<file path="config.mk">
export PLATFORM = sky130hd
export DESIGN_NAME = gen3_rx_frame_packer
export DESIGN_NICKNAME = d
export VERILOG_FILES = /design/src/rtl/gen3_rx_pkg.sv /design/src/rtl/gen3_rx_lane_packer.sv /design/src/rtl/gen3_rx_frame_packer.sv
export SDC_FILE = /design/constraint.sdc
export NUM_CORES = 1
export LEC_CHECK = 0
export CAP_MARGIN = 20
export CORE_ASPECT_RATIO = 1.5
export CORE_MARGIN = 2
export CORE_UTILIZATION = 45
export CTS_CLUSTER_SIZE = 16
export DETAILED_ROUTE_END_ITERATION = 10
export PLACE_DENSITY = 0.74
export SYNTH_ARGS = -nofsm -noshare
export SYNTH_HDL_FRONTEND = slang
export SYNTH_SLANG_ARGS = --single-unit
</file>
<file path="constraint.sdc">
create_clock -name clk -period 2.9 [get_ports clk]
set_clock_uncertainty 0.1 [all_clocks]
set_input_delay 0.87 -clock clk [delete_from_list [all_inputs] [get_ports clk]]
set_output_delay 0.87 -clock clk [all_outputs]
set_load 0.02 [all_outputs]
</file>
<file path="src/rtl/gen3_rx_pkg.sv">
// rtl/gen3_rx_pkg.sv - Gen3 receive byte-type codes, packer FSM states and byte-enable helper.
package gen3_rx_pkg;

    localparam logic [5:0] T_NONE       = 6'b000000;
    localparam logic [5:0] T_DATA       = 6'b100000;
    localparam logic [5:0] T_TLP_START  = 6'b010000;
    localparam logic [5:0] T_TLP_END    = 6'b001000;
    localparam logic [5:0] T_DLLP_END   = 6'b000100;
    localparam logic [5:0] T_DLLP_START = 6'b000010;
    localparam logic [5:0] T_TLP_EDB    = 6'b000001;

    typedef enum logic [1:0] {
        ST_IDLE = 2'd0,
        ST_TLP  = 2'd1,
        ST_DLLP = 2'd2,
        ST_DROP = 2'd3
    } state_t;

    // Lane count 0 stands for a completed word, so it maps to all four lanes.
    function automatic logic [3:0] be_mask(input logic [1:0] lanes);
        case (lanes)
            2'd1:    be_mask = 4'h1;
            2'd2:    be_mask = 4'h3;
            2'd3:    be_mask = 4'h7;
            default: be_mask = 4'hF;
        endcase
    endfunction

endpackage

</file>
<file path="src/rtl/gen3_rx_lane_packer.sv">
// rtl/gen3_rx_lane_packer.sv - Packs payload bytes into 32-bit beats; holds a full word until the
// next byte or the frame close decides its EOP.
module gen3_rx_lane_packer
    import gen3_rx_pkg::*;
(
    input  logic        clk,
    input  logic        rst,
    input  logic        wr,
    input  logic [7:0]  data,
    input  logic        close,
    input  logic        close_abort,
    input  logic        frame_dllp,
    output logic        out_valid,
    output logic [31:0] out_data,
    output logic [3:0]  out_be,
    output logic        out_sop,
    output logic        out_eop,
    output logic        out_dllp,
    output logic        out_abort
);

    logic [31:0] acc;
    logic [1:0]  idx;
    logic        full;
    logic        sop_pend;
    logic        pending;

    assign pending = full | (idx != 2'd0);

    always_ff @(posedge clk or negedge rst) begin
        if (!rst) begin
            acc       <= '0;
            idx       <= '0;
            full      <= 1'b0;
            sop_pend  <= 1'b1;
            out_valid <= 1'b0;
            out_data  <= '0;
            out_be    <= '0;
            out_sop   <= 1'b0;
            out_eop   <= 1'b0;
            out_dllp  <= 1'b0;
            out_abort <= 1'b0;
        end else begin
            out_valid <= 1'b0;
            out_data  <= '0;
            out_be    <= '0;
            out_sop   <= 1'b0;
            out_eop   <= 1'b0;
            out_dllp  <= 1'b0;
            out_abort <= 1'b0;
            if (close) begin
                // Unused upper lanes are always zero because acc is cleared per word/frame.
                if (pending) begin
                    out_valid <= 1'b1;
                    out_data  <= acc;
                    out_be    <= be_mask(idx);
                    out_sop   <= sop_pend;
                    out_eop   <= 1'b1;
                    out_dllp  <= frame_dllp;
                    out_abort <= close_abort;
                end
                acc      <= '0;
                idx      <= '0;
                full     <= 1'b0;
                sop_pend <= 1'b1;
            end else if (wr) begin
                if (full) begin
                    out_valid <= 1'b1;
                    out_data  <= acc;
                    out_be    <= 4'hF;
                    out_sop   <= sop_pend;
                    out_dllp  <= frame_dllp;
                    sop_pend  <= 1'b0;
                    acc       <= {24'h000000, data};
                    idx       <= 2'd1;
                    full      <= 1'b0;
                end else begin
                    acc[{idx, 3'b000} +: 8] <= data;
                    idx                     <= idx + 2'd1;
                    full                    <= (idx == 2'd3);
                end
            end
        end
    end

endmodule

</file>
<file path="src/rtl/gen3_rx_frame_packer.sv">
// rtl/gen3_rx_frame_packer.sv - Gen3 RX frame FSM: strips delimiters, packs payload, flags aborts.
// Optional frame statistics counters enabled by RX_FRAME_STATS_EN.
module gen3_rx_frame_packer
    import gen3_rx_pkg::*;
#(
    parameter int MAX_FRAME_BYTES = 4096,
    parameter int CNT_W           = 16
) (
    input  logic             clk,
    input  logic             rst,
    input  logic             byte_valid,
    input  logic [7:0]       data_in,
    input  logic [5:0]       type_in,
    output logic             out_valid,
    output logic [31:0]      out_data,
    output logic [3:0]       out_be,
    output logic             out_sop,
    output logic             out_eop,
    output logic             out_dllp,
    output logic             out_abort,
    output logic             err_proto,
    output logic [CNT_W-1:0] stat_tlp,
    output logic [CNT_W-1:0] stat_dllp,
    output logic [CNT_W-1:0] stat_abort
);

    localparam logic [12:0] MAX_CNT = 13'(MAX_FRAME_BYTES);

    state_t      state_q, state_d;
    logic [12:0] pay_cnt;
    logic        is_data, is_tlp_start, is_dllp_start, is_start, is_edb, is_end;
    logic        wr, close, close_abort, err_d, cnt_clr, cnt_inc;

    assign is_data       = byte_valid && (type_in == T_DATA);
    assign is_tlp_start  = byte_valid && (type_in == T_TLP_START);
    assign is_dllp_start = byte_valid && (type_in == T_DLLP_START);
    assign is_start      = is_tlp_start | is_dllp_start;
    assign is_edb        = byte_valid && (type_in == T_TLP_EDB);
    assign is_end        = is_edb | (byte_valid && ((type_in == T_TLP_END) || (type_in == T_DLLP_END)));

    always_comb begin
        state_d     = state_q;
        wr          = 1'b0;
        close       = 1'b0;
        close_abort = 1'b0;
        err_d       = 1'b0;
        cnt_clr     = 1'b0;
        cnt_inc     = 1'b0;
        case (state_q)
            ST_IDLE: begin
                if (is_start) begin
                    state_d = is_tlp_start ? ST_TLP : ST_DLLP;
                    cnt_clr = 1'b1;
                end else if (is_data || is_end) begin
                    err_d = 1'b1;
                end
            end
            ST_TLP, ST_DLLP: begin
                if (is_start) begin
                    // Restart: the old frame closes aborted while the new one opens.
                    close       = 1'b1;
                    close_abort = 1'b1;
                    err_d       = 1'b1;
                    cnt_clr     = 1'b1;
                    state_d     = is_tlp_start ? ST_TLP : ST_DLLP;
                end else if (is_end) begin
                    close       = 1'b1;
                    close_abort = is_edb;
                    err_d       = (pay_cnt == 13'd0);
                    state_d     = ST_IDLE;
                end else if (is_data) begin
                    if (pay_cnt == MAX_CNT) begin
                        // This byte would be number MAX+1: flush what is held and discard the rest.
                        close       = 1'b1;
                        close_abort = 1'b1;
                        state_d     = ST_DROP;
                    end else begin
                        wr      = 1'b1;
                        cnt_inc = 1'b1;
                    end
                end
            end
            ST_DROP: begin
                if (is_end) begin
                    state_d = ST_IDLE;
                end
            end
            default: state_d = ST_IDLE;
        endcase
    end

    always_ff @(posedge clk or negedge rst) begin
        if (!rst) begin
            state_q   <= ST_IDLE;
            pay_cnt   <= '0;
            err_proto <= 1'b0;
        end else begin
            state_q   <= state_d;
            err_proto <= err_d;
            if (cnt_clr) begin
                pay_cnt <= '0;
            end else if (cnt_inc && (pay_cnt != '1)) begin
                pay_cnt <= pay_cnt + 13'd1;
            end
        end
    end

    gen3_rx_lane_packer u_lane_packer (
        .clk         (clk),
        .rst         (rst),
        .wr          (wr),
        .data        (data_in),
        .close       (close),
        .close_abort (close_abort),
        .frame_dllp  (state_q == ST_DLLP),
        .out_valid   (out_valid),
        .out_data    (out_data),
        .out_be      (out_be),
        .out_sop     (out_sop),
        .out_eop     (out_eop),
        .out_dllp    (out_dllp),
        .out_abort   (out_abort)
    );

`ifdef RX_FRAME_STATS_EN
    always_ff @(posedge clk or negedge rst) begin
        if (!rst) begin
            stat_tlp   <= '0;
            stat_dllp  <= '0;
            stat_abort <= '0;
        end else if (out_valid && out_eop) begin
            if (out_abort) begin
                if (stat_abort != '1) stat_abort <= stat_abort + 1'b1;
            end else if (out_dllp) begin
                if (stat_dllp != '1) stat_dllp <= stat_dllp + 1'b1;
            end else begin
                if (stat_tlp != '1) stat_tlp <= stat_tlp + 1'b1;
            end
        end
    end
`else
    assign stat_tlp   = '0;
    assign stat_dllp  = '0;
    assign stat_abort = '0;
`endif

endmodule
</file>
### Clock wires, drivers and flops, run 1

Drawn at 3 px/um.
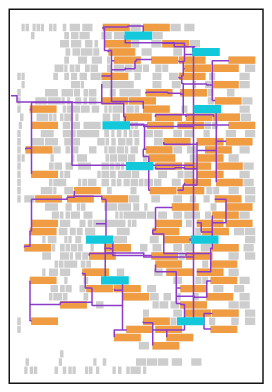
Key: clock wires = purple [length 1040 um]; flip-flops = orange [count 92]; cells driving clock nets = cyan [count 9]
There are 10 routed clock nets. Position of the flops: all over the die.
power share of the clock group: 36.4%
Clk power: 0.00121 W

### Metal 3, run 1

Drawn at 2 px/um.
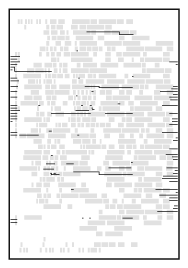
The wires run mostly horizontal. The longest straight run is 19.5 um. 70 nets have wire on it.

==> GITHUB_STEP_SUMMARY, run 1 <==
### Metrics collected by this job

| Metric | Value |
|---|---|
| Warnings, synthesis | 0 |
| Worst-path clk slew | approximately 0.06 ns |
| Crit path depth | 7 |
| Outcome | complete, no violations |
| Worst-Margin Slew | between 0.5 and 0.6 ns |
| N_taps | about 110 |
| Instance tally after logic synthesis | ~400 |
| Num CTS Buffers | 9 |
| Multiplexer share | less than 1% |
| Die area | 10400 um2 |
| Via Count | 2986 |
| CP delay by family, top | simple AND/OR/NAND/NOR gates |
| Arr. time, crit path | 2.95 ns |
| CP Capture Type | flop |
| Area post-placement | 5020 um2 |
| Type of origin of the critical path | input port |
| FP Core Util | a little under half |
| Antenna diode count | 0 |
| Comb area leader | simple AND/OR/NAND/NOR gates |
| Inverters, non-clock | 17 |
| Maximum clock insertion buffer count | 2 |
| Crit Path Class | in2reg |
| OpenROAD warnings | 36 |
| Core region area | slightly above 9000 um2 |
| Final Hold Slack | 0.383 ns |
| Layout cells sized above 1 | roughly 14% |
| GPL Wtd Cong | a little over 0.8 |
| Die height | between 100 and 150 um |
| FF-to-FF End | u_lane_packer.acc[0]$_DFFE_PN0P_ |
| Clk ins delay skew pair | between 0.3 and 0.4 ns |
| Reg-to-reg slack, setup | 0.31 ns |
| Design Area, Final | 5360 um2 |
| Compound-cell area share of the yosys netlist | about an eighth |
| Final setup viols | 0 |
| Clock buffer count | 11 |
| YS chip area | roughly 4300 um2 |
| Leakage | ~2.6 nW |
| Flop count | 92 |
| Hold path cells | 1 |
| Leading cell kind | registers |
| Nets@finish | about 500 |
| Flops & latches, synth | about 90 |
| Hpwl dp | 6600 um |
| Number of routed nets with antenna violations | 0 |
| Clk sink count | slightly above 90 |
| Largest net degree at the start of global routing | just under 50 |
| Worst r2r src | pay_cnt[0]$_DFFE_PN0P_ |
| Final wirelength | roughly 9000 um |
| Cycle use final | a little over nine tenths |
| Asr flop ratio synth | 100% |
| Power per Cell Area | 620 nW/um2 |
| Max cap viols | 0 |
| XOR/XNOR Area Share | about 2.2% |
| TritonRoute pass-1 iters | 4 |
| Fmax achieved | 354 MHz |
| RSZ-0062 raised after global routing | true |
| Crit path from | type_in[0] |
| FF-to-FF path depth | 8 |
| Worst hold-check path type | reg2reg |
| Count leader, synth | dfrtp_1 |
| Slowest-stage cell, CP | or4_4 |
| Post-synth EDFFs | 0 |
| GRT overflow | 0 |
| Cell area leaders | dfrtp_1, buf_4, a22o_1 |
| Top cell area share | a little over half |
| # hold bufs at CTS | 0 |
| Tmin final | approximately 2.8 ns |
| H-tree depth | 3 |
| NonClk Buf Share | between 10% and 20% |
| Logic share of the area | 32.6% |
| Initial DRC count | 151 |
| Worst vdd ir | roughly 0.60 mV |
| Worst Path Max Fanout | 4 |
| Max Slew Vio Count | 0 |
| Initial antenna violation count | 0 |
| Final hold vios | 0 |
| DR WL/cell | ~15 um |
### Register map, names as in the netlist, run 1

Drawn at 2 px/um. Other sequential cells in the stronger gray, the rest of the logic in the fainter gray.
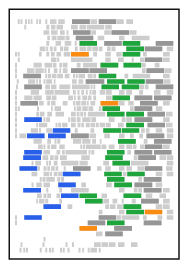
Key: u_lane_packer.acc = green [sequential cells 32]; u_lane_packer.out_be = orange [sequential cells 4]; pay_cnt = blue [sequential cells 13]
Another 43 sequential cells are not colored.
Reg area: 2300 um2
sequential power: 0.00143 W
flop share of the area: 43.0%
final design utilization: 57.6%

[run 1: kinds of logic (layout without fill, tap and decap cells)]
family,after synthesis,count (layout)
adders and majority gates,12,12
muxes,3,3
xor gates and xnor gates,11,11
AOI/OAI and AO/OA,80,80
and+or+nand+nor,112,112
DFF,92,92
buffers and inverters,78,118
other,1,48
[run 1: worst reg2reg max path, delay by kind of cell (launching register included)]
kind,cells,cell delay (ns)
DFF,1,0.41
AOI/OAI and AO/OA,3,0.63
adders and majority gates,1,0.14
and+or+nand+nor,3,1.12
buffers and inverters,1,0.08
[run 1: through the flow]
| step | worst slack [ns] | utilization (%) | cells |
|---|---|---|---|
| after floorplan | 0.0565 | - | 436 |
| after global routing | -0.0453 | 57.6 | 588 |
| after CTS | 0.0212 | 57.3 | 588 |
| after detailed placement | -0.331 | 54.0 | 573 |
| after global placement | -0.254 | 54.0 | 573 |
| final | 0.0739 | 57.6 | 588 |
[run 1: sequential cells by signal, indices dropped and copies added, names as in the netlist]
register                 count
u_lane_packer.out_abort      1
u_lane_packer.out_dllp       1
pay_cnt                     13
u_lane_packer.sop_pend       1
err_proto                    1
u_lane_packer.full           1
u_lane_packer.out_data      32
u_lane_packer.idx            2
u_lane_packer.acc           32
u_lane_packer.out_eop        1
state_q                      2
u_lane_packer.out_be         4
u_lane_packer.out_sop        1
[run 1: worst min path at each step]
stage                                                  start                                    to  slack (ns)
after floorplan           u_lane_packer.sop_pend$_DFFE_PN1P_    u_lane_packer.sop_pend$_DFFE_PN1P_        0.35
after global placement    u_lane_packer.sop_pend$_DFFE_PN1P_    u_lane_packer.sop_pend$_DFFE_PN1P_        0.36
after detailed placement   u_lane_packer.acc[21]$_DFFE_PN0P_  u_lane_packer.out_data[21]$_DFF_PN0_        0.37
after CTS                  u_lane_packer.acc[24]$_DFFE_PN0P_  u_lane_packer.out_data[24]$_DFF_PN0_        0.39
after global routing       u_lane_packer.acc[24]$_DFFE_PN0P_  u_lane_packer.out_data[24]$_DFF_PN0_        0.41
final                      u_lane_packer.acc[24]$_DFFE_PN0P_  u_lane_packer.out_data[24]$_DFF_PN0_        0.38
[run 1: per-layer routing]
metal | up-vias | track usage (%) | share of wire [%]
met2 | 95 | 32.0 | 54
met3 | 27 | 4.31 | 4.5
met5 | - | 0 | 0
met4 | 0 | 8.97 | 3.8
met1 | 1449 | 19.0 | 38
li1 | 1415 | - | -
[run 1: cell usage in the layout, fill, tap and decap left out, types with 6 or more instances in the layout]
cell type        synthesis  routed
a21oi_1                  8       8
a22o_1                  32      32
and2_1                  35      34
buf_4                   50      28
clkbuf_16                0       9
clkdlybuf4s50_1          0      57
conb_1                   1      48
dfrtp_1                 91      91
ha_1                    12      12
inv_1                   15      15
nand2_1                 14      14
nand3_1                  8       8
nor2_1                  16      16
o21ai_0                 16      15
xor2_1                   6       6
[run 1: power by group]
part	switching (W)	internal, W	total (W)
Sequential	0.0000649	0.00137	0.00143
Combinational	0.000429	0.000252	0.000682
Clock	0.000461	0.000750	0.00121
Total	0.000955	0.00237	0.00332
[run 1: what timing repair did]
action	CTS	global route
gates resized	0	9
endpoints found under the hold margin	0	0
setup endpoints to repair	0	31
setup buffers	0	0
## Run 2: what changed since run 1
Settings changed: CORE_MARGIN 2 to 5.
### Metal layers overlaid, run 2

Drawn at 2 px/um.
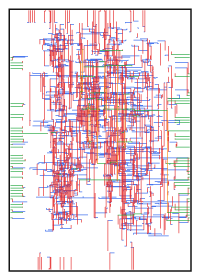
Key: met3 = green [wire length 578 um]; met1 = blue [wire length 3350 um]; met4 = orange [wire length 275 um]; met2 = red [wire length 5010 um]

### Congestion heat map, run 2

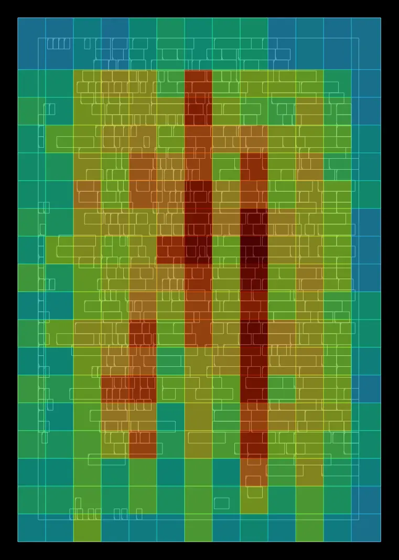
met3 usage: 4.15%
met1 usage: 17.5%
GRT busiest layer: met2
DR WL/cell: 15.5 um

### Clock wires, drivers and flops, run 2

Drawn at 3 px/um.
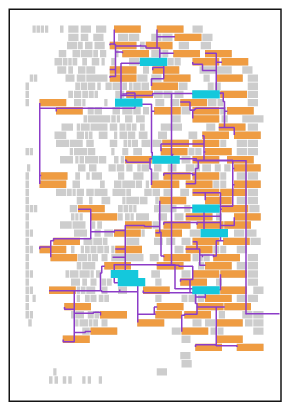
Key: cells driving clock nets = cyan [count 9]; clock wires = purple [length 1030 um]; flip-flops = orange [count 92]
There are 10 routed clock nets.
Clk power: 0.00123 W
clk ins delay skew pair: 0.33 ns
power share of the clock group: 36.8%

==> run 2 against run 1 <==
  * Non-clock buffer count grew 1
  * Cell area is 0.63% higher
  * Clock-buffer cell count is 1 lower
  * Sequential cell count unchanged
  * Utilization fell by 0.95 points
  * Global-route usage fell by 1.6 points
  * Critical path type unchanged
==> GITHUB_STEP_SUMMARY, run 2 <==
### Metrics collected by this job

| Metric | Value |
|---|---|
| Crit path from | type_in[0] |
| Nets@finish | 502 (+0.20%) |
| Worst-path clk slew | 0.06 ns (about the same) |
| GPL Wtd Cong | 0.846 (+2.2%) |
| Count leader, synth | dfrtp_1 |
| XOR/XNOR Area Share | 2.22% (unchanged) |
| Final setup viols | 0 (unchanged) |
| Design Area, Final | 5400 um2 (+0.63%) |
| Cycle use final | 98.0% (+0.59 points) |
| Sw Share | 29.1% (+0.42 points) |
| Leakage | 2.58 nW (+1.1%) |
| Comb area leader | simple AND/OR/NAND/NOR gates |
| FF-to-FF End | u_lane_packer.acc[12]$_DFFE_PN0P_ |
| Instance tally after logic synthesis | 389 (unchanged) |
| Layout cells sized above 1 | 13.6% (-0.057 points) |
| Crit Path Class | in2reg |
| Antenna diode count | 0 (unchanged) |
| Asr flop ratio synth | 100% (unchanged) |
| Non-Filler Instances | 593 (+0.85%) |
| Initial DRC count | 135 (-11%) |
| Max cap viols | 0 (unchanged) |
| GRT overflow | 0 (unchanged) |
| Worst-Margin Slew | 0.553 ns (-0.0407 ns) |
| Outcome | complete, no violations |
| Clk sink count | 92 (unchanged) |
| Final design utilization | 56.6% (-0.95 points) |
| Top cell area share | 52.6% (unchanged) |
| Via Count | 3063 (+2.6%) |
| Net Sw Power | 0.000977 W (+2.3%) |
| RSZ-0062 raised after global routing | true |
| Power per Cell Area | 621 nW/um2 (+0.24%) |
| Final Hold Slack | 0.387 ns (+0.00349 ns) |
| Area post-placement | 5050 um2 (+0.57%) |
| Multiplexer share | 0.780% (unchanged) |
| Fmax achieved | 352 MHz (-0.61%) |
| Number of routed nets with antenna violations | 0 (unchanged) |
| H-tree depth | 3 (unchanged) |
| Worst hold-check path type | reg2reg |
| Num CTS Buffers | 9 (unchanged) |
run 2: cell count changes in the layout (fill, tap and decap cells not counted), moves of 2 or more:
cell,previous run,this run
buf_12,1,3
clkinv_2,0,2
clkinvlp_4,2,0
nor3_1,5,7
nor3_2,4,2
o21ai_2,1,3
run 2: layout make-up:
class                      instances  area [um2]  area share [%]
tap                              115         144            2.67
multi-input combinational        266        1730            32.1
timing repair buffer              87         833            15.4
clock inverter                     6        87.6            1.62
sequential                        92        2300            42.7
clock buffer                      10         229            4.24
inverter                          17        63.8            1.18
run 2: cells by family after synthesis:
kind of cell	Yosys count
simple gates	112
compound gates	80
buf+inv	78
mux	3
xor+xnor	11
flops	92
other cells	1
fa+ha+maj	12
run 2: power groups by stage:
| stage | logic, W | registers, W | clock network, W |
|---|---|---|---|
| 6_report | 0.000683 | 0.00144 | 0.00123 |
| 5_1_grt | 0.000760 | 0.00145 | 0.00132 |
| 4_1_cts | 0.000670 | 0.00144 | 0.00125 |
| 3_5_place_dp | 0.000666 | 0.00146 | 0 |
| 3_3_place_gp | 0.000643 | 0.00145 | 0 |
| 2_1_floorplan | 0.000501 | 0.00144 | 0 |
run 2: through the flow:
stage	setup TNS [ns]	total power [W]	setup slack, ns
2_1_floorplan	0	0.00195	0.0565
6_report	0	0.00335	0.0567
4_1_cts	0	0.00336	0.0312
3_3_place_gp	-18.33	0.00210	-0.272
5_1_grt	-0.142	0.00352	-0.0341
3_5_place_dp	-20.12	0.00213	-0.316
run 2: routing by layer:
metal,GRT usage [%],up-vias,share of wire [%]
li1,-,1425,-
met2,29.1,125,54
met3,4.15,22,6.3
met1,17.5,1491,36
met5,0,-,0
met4,7.98,0,3.0
run 2: repair_timing:
| item | 4_1_cts | 5_1_grt |
|---|---|---|
| gates resized | 0 | 7 |
| setup endpoints to repair | 0 | 25 |
| buffers inserted | 0 | 1 |
run 2: how the worst min path moves through the flow:
stage | from | to | cells past startpoint
after floorplan | u_lane_packer.sop_pend$_DFFE_PN1P_ | u_lane_packer.sop_pend$_DFFE_PN1P_ | 2
after global placement | u_lane_packer.acc[10]$_DFFE_PN0P_ | u_lane_packer.out_data[10]$_DFF_PN0_ | 1
after detailed placement | u_lane_packer.acc[11]$_DFFE_PN0P_ | u_lane_packer.out_data[11]$_DFF_PN0_ | 1
after CTS | u_lane_packer.acc[14]$_DFFE_PN0P_ | u_lane_packer.out_data[14]$_DFF_PN0_ | 1
after global routing | u_lane_packer.acc[5]$_DFFE_PN0P_ | u_lane_packer.out_data[5]$_DFF_PN0_ | 1
final | u_lane_packer.acc[5]$_DFFE_PN0P_ | u_lane_packer.out_data[5]$_DFF_PN0_ | 1
## Run 3: what changed since run 2
Settings changed: CELL_PAD_IN_SITES_DETAIL_PLACEMENT set to 1, CELL_PAD_IN_SITES_GLOBAL_PLACEMENT set to 2, CORE_UTILIZATION 45 to 31, GPL_TIMING_DRIVEN set to 0, PLACE_DENSITY 0.74 to unset, PLACE_DENSITY_LB_ADDON set to 0.1.
### Clock wires, drivers and flops, run 3

Drawn at 2 px/um.
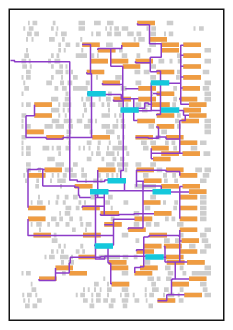
Key: flip-flops = orange [count 92]; clock wires = purple [length 1250 um]; cells driving clock nets = cyan [count 9]
Position of the flops: all over the die. There are 10 routed clock nets.

### Register map, names as in the netlist, run 3

Drawn at 2 px/um. Other sequential cells in the stronger gray, the rest of the logic in the fainter gray.
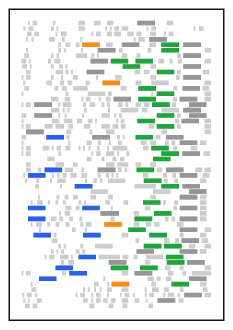
Key: u_lane_packer.acc = green [sequential cells 32]; u_lane_packer.out_be = orange [sequential cells 4]; pay_cnt = blue [sequential cells 13]

### Metal layers overlaid, run 3

Drawn at 2 px/um.
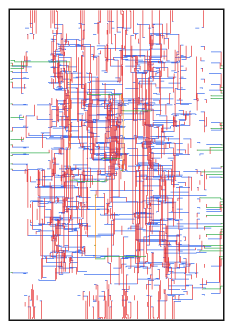
Key: met3 = green [wire length 327 um]; met4 = orange [wire length 130 um]; met2 = red [wire length 6020 um]; met1 = blue [wire length 4190 um]

==> run 3 against run 2 <==
  * Worst setup slack better by 0.13 ns
  * First-iteration DRC count down 27%
  * Global-route usage down 2.6 points
  * Sequential cell count unchanged
  * Combinational power up 4.8%
  * Clock-buffer cell count unchanged
  * Non-clock buffer count up 33
  * Critical path depth unchanged
  * Clock power up 3%
  * Register-to-register slack better by 0.09 ns
  * Maximum frequency up 4.8%
  * Via count up 1.8%
  * Largest cell class unchanged
==> GITHUB_STEP_SUMMARY, run 3 <==
### Metrics collected by this job

| Metric | Value |
|---|---|
| Net Sw Power | 0.00102 W (+4.0%) |
| Nets@finish | 535 (+6.6%) |
| Number of routed nets with antenna violations | 0 (unchanged) |
| Crit Path Class | in2reg |
| Worst vdd ir | roughly 0.29 mV |
| Cell row count | roughly 53 |
| Initial antenna violation count | 0 |
| Num CTS Buffers | 9 (unchanged) |
| Post-synth top cells | dfrtp_1, buf_4, and2_1 |
| Instance tally after logic synthesis | 389 (unchanged) |
| DRC viols | 0 |
| Flops & latches, synth | approximately 90 |
| Hpwl dp | about 8200 um |
| GRT overflow | 0 (unchanged) |
| Final setup viols | 0 (unchanged) |
| Max cap viols | 0 (unchanged) |
| Warnings, synthesis | 0 |
| Top Layer Used | met4 |
| Fmax achieved | 369 MHz (+4.8%) |
| Port bufs | between 50 and 60 |
| Overall Power | 0.00341 W (+1.8%) |
| Cell area leaders | dfrtp_1, buf_4, a22o_1 |
| Routed wl met3 | 327 um (-43%) |
| Comb area leader | simple AND/OR/NAND/NOR gates |
| Setup TNS Final | 0 ns (unchanged) |
| Met2 Wirelength | 6020 um (+20%) |
| Layout area overhead | 30.1% |
| FF-to-FF path depth | 9 |
| Top cell area share | 52.6% (unchanged) |
| Adder share | 3.47% |
| CTS tree | done |
| Count leader, synth | dfrtp_1 |
| Cycle use final | 93.6% (-4.5 points) |
| Top cells excl fill/tap | dfrtp_1, buf_4, clkdlybuf4s50_1 |
| Core region area | around 14000 um2 |
| DR WL/cell | 15.8 um (+1.6%) |
| Final Hold Slack | 0.320 ns (-0.0667 ns) |
| Antenna diode count | 0 (unchanged) |
| Worst hold-check path type | in2async |
| Outcome | complete, no violations |
| Leakage | 2.75 nW (+6.3%) |
| H-tree depth | 3 (unchanged) |
| Layout cells sized above 1 | 18.2% (+4.6 points) |
| Worst-path clk slew | 0.07 ns (about the same) |
| Clk sink count | 92 (unchanged) |
| Asr flop ratio synth | 100% (unchanged) |
| Crit path from | type_in[0] |
| Via Count | 3118 (+1.8%) |
| XOR/XNOR Area Share | 2.22% (unchanged) |
| Tmin final | around 2.7 ns |
| GPL Wtd Cong | 0.745 (-12%) |
| Clk ins delay skew pair | 0.34 ns (about the same) |
| Die area | 16500 um2 |
| Ys cells | slightly below 400 |
| Combinational Area | 1720 um2 (-0.72%) |
| Power per Cell Area | 606 nW/um2 (-2.5%) |
| Multiplexer share | 0.780% (unchanged) |
| Vias per inst | between 4 and 5 |
| Synth Seq Share | a little over half |
| Final design utilization | 40.7% (-16 points) |
| Max Slew Vio Count | 0 |
| RSZ-0062 raised after global routing | false |
| Initial DRC count | 98 (-27%) |
| Largest net degree at the start of global routing | around 73 |
| Sw Share | 29.8% (+0.64 points) |
| Final hold vios | 0 |
| Power share of the clock group | 37.2% (+0.4 points) |
| Metal-1 WL | 4190 um (+25%) |
| YS chip area | approximately 4300 um2 |
| Reg area | 2300 um2 (unchanged) |
| Worst-Margin Slew | 0.702 ns (+0.149 ns) |
[run 3: final cells by class]
class	instances	area share, %
repair buffers	59	10.5
flip-flops and latches	92	40.9
clock buffers	10	4.06
well taps	165	3.66
clock inverters	6	1.67
multi-input cells	266	30.6
plain buffers	61	7.53
inverters	17	1.13
[run 3: final timing paths]
kind,to,slack [ns]
min in group clk,u_lane_packer.sop_pend$_DFFE_PN1P_,0.38
min reg2reg,u_lane_packer.sop_pend$_DFFE_PN1P_,0.38
max in group asynchronous,u_lane_packer.sop_pend$_DFFE_PN1P_,1.72
max reg2reg,u_lane_packer.acc[1]$_DFFE_PN0P_,0.37
min,u_lane_packer.out_data[28]$_DFF_PN0_,0.32
max,u_lane_packer.acc[25]$_DFFE_PN0P_,0.19
[run 3: repair_timing]
action	in CTS	in global routing
resized	0	1
setup endpoints to repair	0	61
buffers inserted	0	5
[run 3: layer usage]
layer	vias to the layer above	global-route usage, %
met2	60	25.9
li1	1491	-
met3	8	2.84
met4	0	4.02
met5	-	0
met1	1559	14.7
[run 3: worst max-delay path: stages]
cell     delay [ns]
buf_2          0.15
or4_4          0.59
nor3_1         0.22
a21o_1         0.15
buf_2          0.23
o21ai_1        0.28
a22o_1         0.33
[run 3: cells by family (layout without fill, tap and decap cells)]
logic type,count (synthesis),in the layout
xor gates and xnor gates,11,11
muxes,3,3
and+or+nand+nor,112,112
AOI/OAI and AO/OA,80,80
other,1,48
DFF,92,92
buffers and inverters,78,153
adders and majority gates,12,12
[run 3: per-stage QoR]
| stage | setup WS, ns | instances | cell area (um2) |
|---|---|---|---|
| floorplan | 0.0565 | 436 | 4510 |
| global placement | -2.54 | 654 | 5240 |
| detailed placement | -0.344 | 655 | 5270 |
| CTS | 0.00353 | 671 | 5590 |
| global route | 0.0301 | 676 | 5640 |
| finish | 0.186 | 676 | 5640 |
[run 3: power groups by stage]
stage | sequential (W) | combinational (W) | clock [W]
2_1_floorplan | 0.00144 | 0.000501 | 0
3_3_place_gp | 0.00145 | 0.000699 | 0
3_5_place_dp | 0.00145 | 0.000721 | 0
4_1_cts | 0.00143 | 0.000724 | 0.00132
5_1_grt | 0.00144 | 0.000808 | 0.00136
6_report | 0.00143 | 0.000716 | 0.00127
Power figures rest on the tool's default switching activity, not on a simulated workload.
